==> images/registers.png <==
Other sequential cells in the stronger grey, the rest of the logic in the fainter grey.
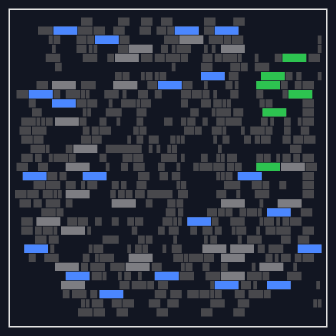
==> images/final_clocks.png <==
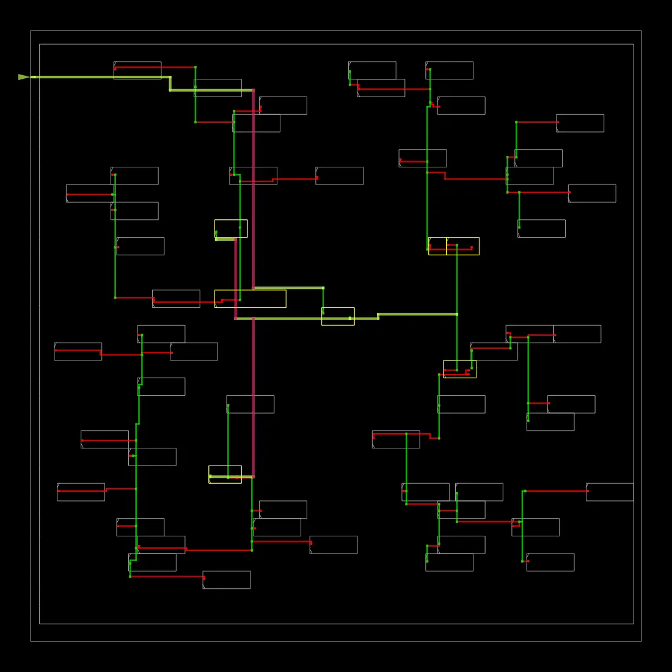
==> images/gate_families.png <==
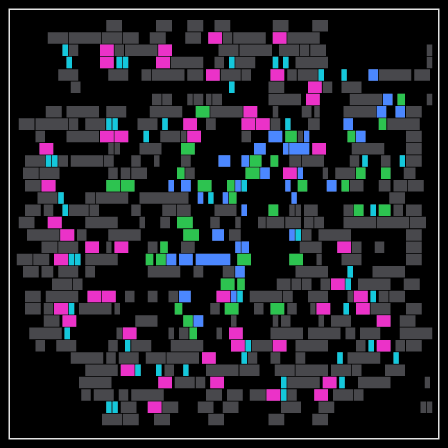
==> images/pdn.png <==
Pins as bars on the die edge.
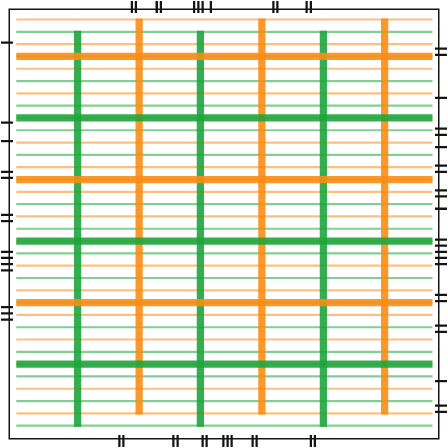
==> images/zoom.png <==
Region (0, 45) to (50, 95) um. Cells in grey, sequential cells in the stronger grey; small squares are vias.
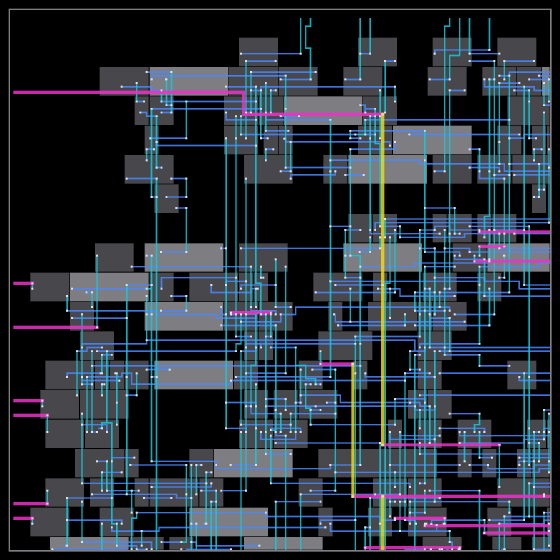
[config.mk]
export PLATFORM = sky130hd
export DESIGN_NAME = agc_counter_priority
export DESIGN_NICKNAME = d
export VERILOG_FILES = /design/src/rtl/agc_ctr_pkg.sv /design/src/rtl/ctr_prio_enc.sv /design/src/rtl/agc_counter_priority.sv
export SDC_FILE = /design/constraint.sdc
export NUM_CORES = 1
export LEC_CHECK = 0
export CORE_UTILIZATION = 40
export CTS_CLUSTER_DIAMETER = 200
export DETAILED_ROUTE_END_ITERATION = 10
export PLACE_DENSITY_LB_ADDON = 0.12
export SLEW_MARGIN = 20
export SYNTH_ARGS = -nofsm -noshare
export SYNTH_HDL_FRONTEND = slang
export SYNTH_HIERARCHICAL = 1
export SYNTH_SLANG_ARGS = --single-unit
[constraint.sdc]
create_clock -name CLOCK -period 4.2 [get_ports CLOCK]
set_input_delay 0.84 -clock CLOCK [delete_from_list [all_inputs] [get_ports CLOCK]]
set_output_delay 0.84 -clock CLOCK [all_outputs]
set_load 0.05 [all_outputs]
[src/rtl/agc_ctr_pkg.sv]
// ---------------------------------------------------------------------------
// agc_ctr_pkg
// Shared definitions for the AGC counter-cycle arbiter.
//   ctr_state_t   : arbiter FSM state (IDLE = no counter cycle, CYCLE = INKL)
//   DEF_NCELLS    : default number of involuntary counter cells
//   DEF_BASE_ADDR : default erasable address of counter cell 0
//   DEF_AW        : default address width
// ---------------------------------------------------------------------------
package agc_ctr_pkg;

  typedef enum logic {
    IDLE  = 1'b0,
    CYCLE = 1'b1
  } ctr_state_t;

  localparam int DEF_NCELLS    = 20;
  localparam int DEF_BASE_ADDR = 12'o0024;
  localparam int DEF_AW        = 12;

endpackage

[src/rtl/ctr_prio_enc.sv]
// ---------------------------------------------------------------------------
// ctr_prio_enc
// Combinational lowest-index priority encoder used to pick which pending
// counter cell is served next.
// Ports:
//   i_req   [N-1:0]  : request vector, bit i = cell i pending
//   o_valid          : at least one request present
//   o_idx   [IW-1:0] : index of the lowest set request bit (0 if none)
//   o_grant [N-1:0]  : one-hot mask of the winning bit (0 if none)
// ---------------------------------------------------------------------------
module ctr_prio_enc #(
  parameter int N  = 20,
  parameter int IW = (N > 1) ? $clog2(N) : 1
) (
  input  logic [N-1:0]  i_req,
  output logic          o_valid,
  output logic [IW-1:0] o_idx,
  output logic [N-1:0]  o_grant
);

  // The one-hot grant isolates the lowest set bit with the two's-complement
  // trick. The index scan walks from the top down so that the last hit, which
  // is the lowest index, is the one that remains.
  always_comb begin
    o_valid = |i_req;
    o_grant = i_req & (~i_req + N'(1));
    o_idx   = '0;
    for (int i = N - 1; i >= 0; i--) begin
      if (i_req[i]) begin
        o_idx = IW'(i);
      end
    end
  end

endmodule

[src/rtl/agc_counter_priority.sv]
// ---------------------------------------------------------------------------
// agc_counter_priority
// Counter-cycle arbiter for the AGC involuntary counters. Collects plus and
// minus increment requests per cell, cancels opposing requests, and at each
// memory-cycle boundary decides whether the next memory cycle is stolen to
// update the lowest-index pending cell.
// Ports:
//   CLOCK               : system clock
//   SIM_RST_n           : synchronous active-low reset
//   PREQ    [NCELLS-1:0]: plus request per cell, sampled when STBE=1
//   MREQ    [NCELLS-1:0]: minus request per cell, sampled when STBE=1
//   STBE                : request sample strobe
//   MCT_END             : last cycle of a memory cycle
//   GINH                : inhibit new counter cycles (looked at on MCT_END)
//   INKL                : counter cycle in progress
//   CTR_ADDR [AW-1:0]   : address of the served cell, 0 when idle
//   PINC / MINC         : direction of the served update
//   CTR_ACK             : one-cycle pulse after a counter cycle completes
//   CTR_PEND            : at least one cell pending
// ---------------------------------------------------------------------------
module agc_counter_priority
  import agc_ctr_pkg::*;
#(
  parameter int NCELLS    = DEF_NCELLS,
  parameter int BASE_ADDR = DEF_BASE_ADDR,
  parameter int AW        = DEF_AW
) (
  input  logic              CLOCK,
  input  logic              SIM_RST_n,
  input  logic [NCELLS-1:0] PREQ,
  input  logic [NCELLS-1:0] MREQ,
  input  logic              STBE,
  input  logic              MCT_END,
  input  logic              GINH,
  output logic              INKL,
  output logic [AW-1:0]     CTR_ADDR,
  output logic              PINC,
  output logic              MINC,
  output logic              CTR_ACK,
  output logic              CTR_PEND
);

  localparam int IW = (NCELLS > 1) ? $clog2(NCELLS) : 1;

  // The last cell address has to fit in the address bus.
  if (NCELLS + BASE_ADDR > (1 << AW)) begin : g_widthCheck
    $error("agc_counter_priority: NCELLS + BASE_ADDR exceeds 2**AW");
  end

  ctr_state_t        r_state;
  ctr_state_t        w_nextState;
  logic [NCELLS-1:0] r_pp;
  logic [NCELLS-1:0] r_pm;
  logic [AW-1:0]     r_addr;
  logic              r_pinc;
  logic              r_minc;
  logic              r_ack;
  logic              r_pend;

  logic              w_valid;
  logic [IW-1:0]     w_idx;
  logic [NCELLS-1:0] w_grant;
  logic [NCELLS-1:0] w_mask;
  logic [AW-1:0]     w_addrNext;
  logic              w_pincNext;
  logic              w_mincNext;
  logic              w_ackNext;
  logic [NCELLS-1:0] w_np;
  logic [NCELLS-1:0] w_nm;
  logic [NCELLS-1:0] w_cancel;
  logic [NCELLS-1:0] w_newP;
  logic [NCELLS-1:0] w_newM;

  // Arbitration looks only at the registered pending bits, so a request
  // strobed on the same edge as MCT_END waits for the next decision.
  ctr_prio_enc #(
    .N  (NCELLS),
    .IW (IW)
  ) u_prioEnc (
    .i_req   (r_pp | r_pm),
    .o_valid (w_valid),
    .o_idx   (w_idx),
    .o_grant (w_grant)
  );

  // Next-state and output decode. Nothing moves except on MCT_END; at that
  // boundary a running cycle always acknowledges, and a new (or back-to-back)
  // cycle starts whenever something is pending and GINH is low. The winner's
  // direction bits are captured here and its pending bits are cleared through
  // w_mask on the same edge.
  always_comb begin
    w_nextState = r_state;
    w_mask      = '0;
    w_addrNext  = r_addr;
    w_pincNext  = r_pinc;
    w_mincNext  = r_minc;
    w_ackNext   = 1'b0;
    if (MCT_END) begin
      w_ackNext = (r_state == CYCLE);
      if (w_valid && !GINH) begin
        w_nextState = CYCLE;
        w_mask      = w_grant;
        w_addrNext  = AW'(BASE_ADDR) + AW'(w_idx);
        w_pincNext  = |(r_pp & w_grant);
        w_mincNext  = |(r_pm & w_grant);
      end else begin
        w_nextState = IDLE;
        w_addrNext  = '0;
        w_pincNext  = 1'b0;
        w_mincNext  = 1'b0;
      end
    end
  end

  // Pending update: drop the granted cell first, then merge the strobed
  // requests, and cancel opposing bits last. Because the grant clear comes
  // first, a new request for the cell being granted survives, and an opposite
  // request arriving after a grant cannot undo the committed increment.
  assign w_np     = (r_pp & ~w_mask) | (PREQ & {NCELLS{STBE}});
  assign w_nm     = (r_pm & ~w_mask) | (MREQ & {NCELLS{STBE}});
  assign w_cancel = w_np & w_nm;
  assign w_newP   = w_np & ~w_cancel;
  assign w_newM   = w_nm & ~w_cancel;

  // FSM state register.
  always_ff @(posedge CLOCK) begin
    if (!SIM_RST_n) begin
      r_state <= IDLE;
    end else begin
      r_state <= w_nextState;
    end
  end

  // Pending bits and registered outputs. Reset wins over everything, so a
  // reset during a counter cycle drops it without an acknowledge.
  always_ff @(posedge CLOCK) begin
    if (!SIM_RST_n) begin
      r_pp   <= '0;
      r_pm   <= '0;
      r_addr <= '0;
      r_pinc <= 1'b0;
      r_minc <= 1'b0;
      r_ack  <= 1'b0;
      r_pend <= 1'b0;
    end else begin
      r_pp   <= w_newP;
      r_pm   <= w_newM;
      r_addr <= w_addrNext;
      r_pinc <= w_pincNext;
      r_minc <= w_mincNext;
      r_ack  <= w_ackNext;
      r_pend <= |(w_newP | w_newM);
    end
  end

  assign INKL     = (r_state == CYCLE);
  assign CTR_ADDR = r_addr;
  assign PINC     = r_pinc;
  assign MINC     = r_minc;
  assign CTR_ACK  = r_ack;
  assign CTR_PEND = r_pend;

endmodule

==> flow_summary.yaml <==
# generated from flow reports
cts:
  ctsHtreeMaxLevel: 2
  cts.repair_timing.setup_buffer_count: 0
  hold_bufs_inserted_after_cts: 0
  tritoncts_num_sinks: 51
  ctsLongestPathBuffers: 2
setup_path:
  cp_data_arrival_time_ps: 4080
  worstSetupPathType: "reg2reg"
  critical-path-top-delay-family: "simple AND/OR/NAND/NOR gates"
  critPathCaptureType: "flip-flop"
  rr_worst_depth: 13
  timing.rr.start: "r_pp[11]"
  worstPathBufferInverterCount: 1
  worst-r2r-setup-slack_ps: 340
  timing.critical_path.slowest_stage_cell: "sky130_fd_sc_hd__and3b_1"
  cp-startpoint: "r_pp[11]"
outcome:
  status: "finished clean"
worst_hold_path:
  hp-class: "reg2reg"
drt:
  detail_route_antenna_nets: 0
  drt-initial-drc-count: 146
logic_synthesis:
  ys.flop_type: "sky130_fd_sc_hd__dfxtp_1"
  top_cell_area_share_pct: 29.8
  number_of_distinct_library_cell_variants_in_the_gate_level_netlist_after_synthesis: 48
  synth.top_cells.by_area: "sky130_fd_sc_hd__dfxtp_1 30%, sky130_fd_sc_hd__ha_1 15%, sky130_fd_sc_hd__a22o_1 12%, sky130_fd_sc_hd__and2_1 8.4%, sky130_fd_sc_hd__inv_1 5.0%"
  yosys.stat.chipArea_um2: 3430
  ys.flops: 51
  yosysTopAreaCell: "sky130_fd_sc_hd__dfxtp_1"
placement:
  port_buffer_count: 55
pwr:
  total_power_w: 0.00125
  p_leak_nw: 1.80
sta:
  skew_ps: 11.9
  timing.setup.tns_ps: 0
  post-route-period-util_pct: 92.0
  fmaxAchievable_mhz: 259
cells_and_area:
  design.final.nets: 534
  insertedDiodeCount: 0
floorplan:
  floorplan_row_count: 33
grt:
  grt_antenna_before_repair: 0
Back to the opening pictures, registers.png:
Blue is r_pm, flops 20, where all over the die. Green is CTR_ADDR, flops 6, where north-east.
Another 25 sequential cells are not coloured.

Back to the opening pictures, final_clocks.png:
tally of clock buffers in the finished layout: 5
reported clock group power: 0.000346 W

Back to the opening pictures, gate_families.png:
Magenta is AND-OR and OR-AND gates, cells 50, most used a22o_1, where all over the die. Blue is NOR gates, cells 35, most used nor2_1. Cyan is inverters, cells 48, most used inv_1, where all over the die. Green is inverting AOI/OAI gates, cells 36.
commonest non-fill, non-tap cell in the layout: sky130_fd_sc_hd__clkdlybuf4s50_1
Finished Layout Cells: 553

Back to the opening pictures, pdn.png:
Green is VSS. Orange is VDD.
The core has 33 rows. 62 signal pins sit on the boundary.
core region area: 8260 um2
IR Drop Worst-Case VDD: 119 uV
Die X: 94.6 um
Die Span Y: 94.6 um

Back to the opening pictures, zoom.png:
Blue is met1. Magenta is met3. Cyan is met2. Yellow is met4.
Netlist names of flops here include r_pp (7), r_pm (5). Most frequent: and2_1 (16), ha_1 (14), clkdlybuf4s50_1 (14). 121 logic cells have their middle in the window. Sequential cells in the window: 12.

## stage by stage
stage | instances | hold slack, ps | worst slack [ps]
after floorplan | 402 | 548 | 974
after global placement | 546 | 486 | 366
after detailed placement | 546 | 488 | 327
after CTS | 553 | 504 | 316
after global routing | 553 | 542 | 116
final | 553 | 505 | 336
## where the power goes
| group | total (W) | switching [W] | internal (W) |
|---|---|---|---|
| logic | 0.000373 | 0.000203 | 0.000170 |
| clock network | 0.000346 | 0.000171 | 0.000174 |
| registers | 0.000534 | 0.0000231 | 0.000511 |
## flip-flops by register name (all words and copies together) (netlist names)
register,cells
MINC,1
CTR_ADDR,6
CTR_PEND,1
r_pp,20
INKL,1
CTR_ACK,1
PINC,1
r_pm,20
## cells in the final DEF (no fill, tap or decap), types with 4 or more instances in the layout
cell type                         Yosys  final
sky130_fd_sc_hd__a221oi_1             9      9
sky130_fd_sc_hd__nand4_1              5      5
sky130_fd_sc_hd__a31oi_1              4      4
sky130_fd_sc_hd__inv_1               46     46
sky130_fd_sc_hd__or2_2               20     20
sky130_fd_sc_hd__conb_1               1      6
sky130_fd_sc_hd__dfxtp_1             51     51
sky130_fd_sc_hd__o21ai_0              4      4
sky130_fd_sc_hd__nor2b_1              9      9
sky130_fd_sc_hd__clkdlybuf4s50_1      0     55
sky130_fd_sc_hd__and2_1              46     46
sky130_fd_sc_hd__a22o_1              48     48
sky130_fd_sc_hd__clkbuf_8             0      5
sky130_fd_sc_hd__buf_4                8      4
sky130_fd_sc_hd__ha_1                41     41
sky130_fd_sc_hd__nand2_1             25     25
sky130_fd_sc_hd__nor3b_1              4      4
sky130_fd_sc_hd__a21oi_1              9      9
sky130_fd_sc_hd__nor2_1              13     13
## tightest hold or removal path: stages (launching register included)
cell                       delay, ps
sky130_fd_sc_hd__dfxtp_1         330
sky130_fd_sc_hd__nand2b_1         60
sky130_fd_sc_hd__a21boi_0         70
## layout make-up
class,instances,area [um2],area share [%]
repair buffers,59,581,14.0
inverters,48,180,4.35
multi-input cells,283,2120,51.3
flip-flops and latches,51,1020,24.6
clock inverters,2,37.5,0.906
clock buffers,5,68.8,1.66
well taps,105,131,3.17
## how the worst min path moves through the flow
stage / cells after the start / startpoint / to
2_1_floorplan: 2 / r_pm[2] / MINC
3_3_place_gp: 2 / INKL / INKL
3_5_place_dp: 2 / INKL / INKL
4_1_cts: 2 / INKL / INKL
5_1_grt: 2 / INKL / INKL
6_report: 2 / INKL / INKL
## cells by family (layout without fill, tap and decap cells)
kind of cell | after synthesis | in the layout | synth area share [%]
and+or+nand+nor | 149 | 149 | 26.1
AOI/OAI and AO/OA | 86 | 86 | 20.0
buffers and inverters | 68 | 114 | 8.80
DFF | 51 | 51 | 29.8
adders and majority gates | 41 | 41 | 15.0
other | 1 | 6 | 0.109
xor gates and xnor gates | 1 | 1 | 0.256
## metal layers
layer | part of all wire [%] | vias up | track usage (%)
met2 | 46 | 74 | 35.6
met4 | 0.74 | 0 | 4.92
met5 | 0 | - | 0
met3 | 4.3 | 6 | 2.74
met1 | 49 | 1368 | 29.8
li1 | - | 1474 | -
Power figures rest on the tool's default switching activity, not on a simulated workload.
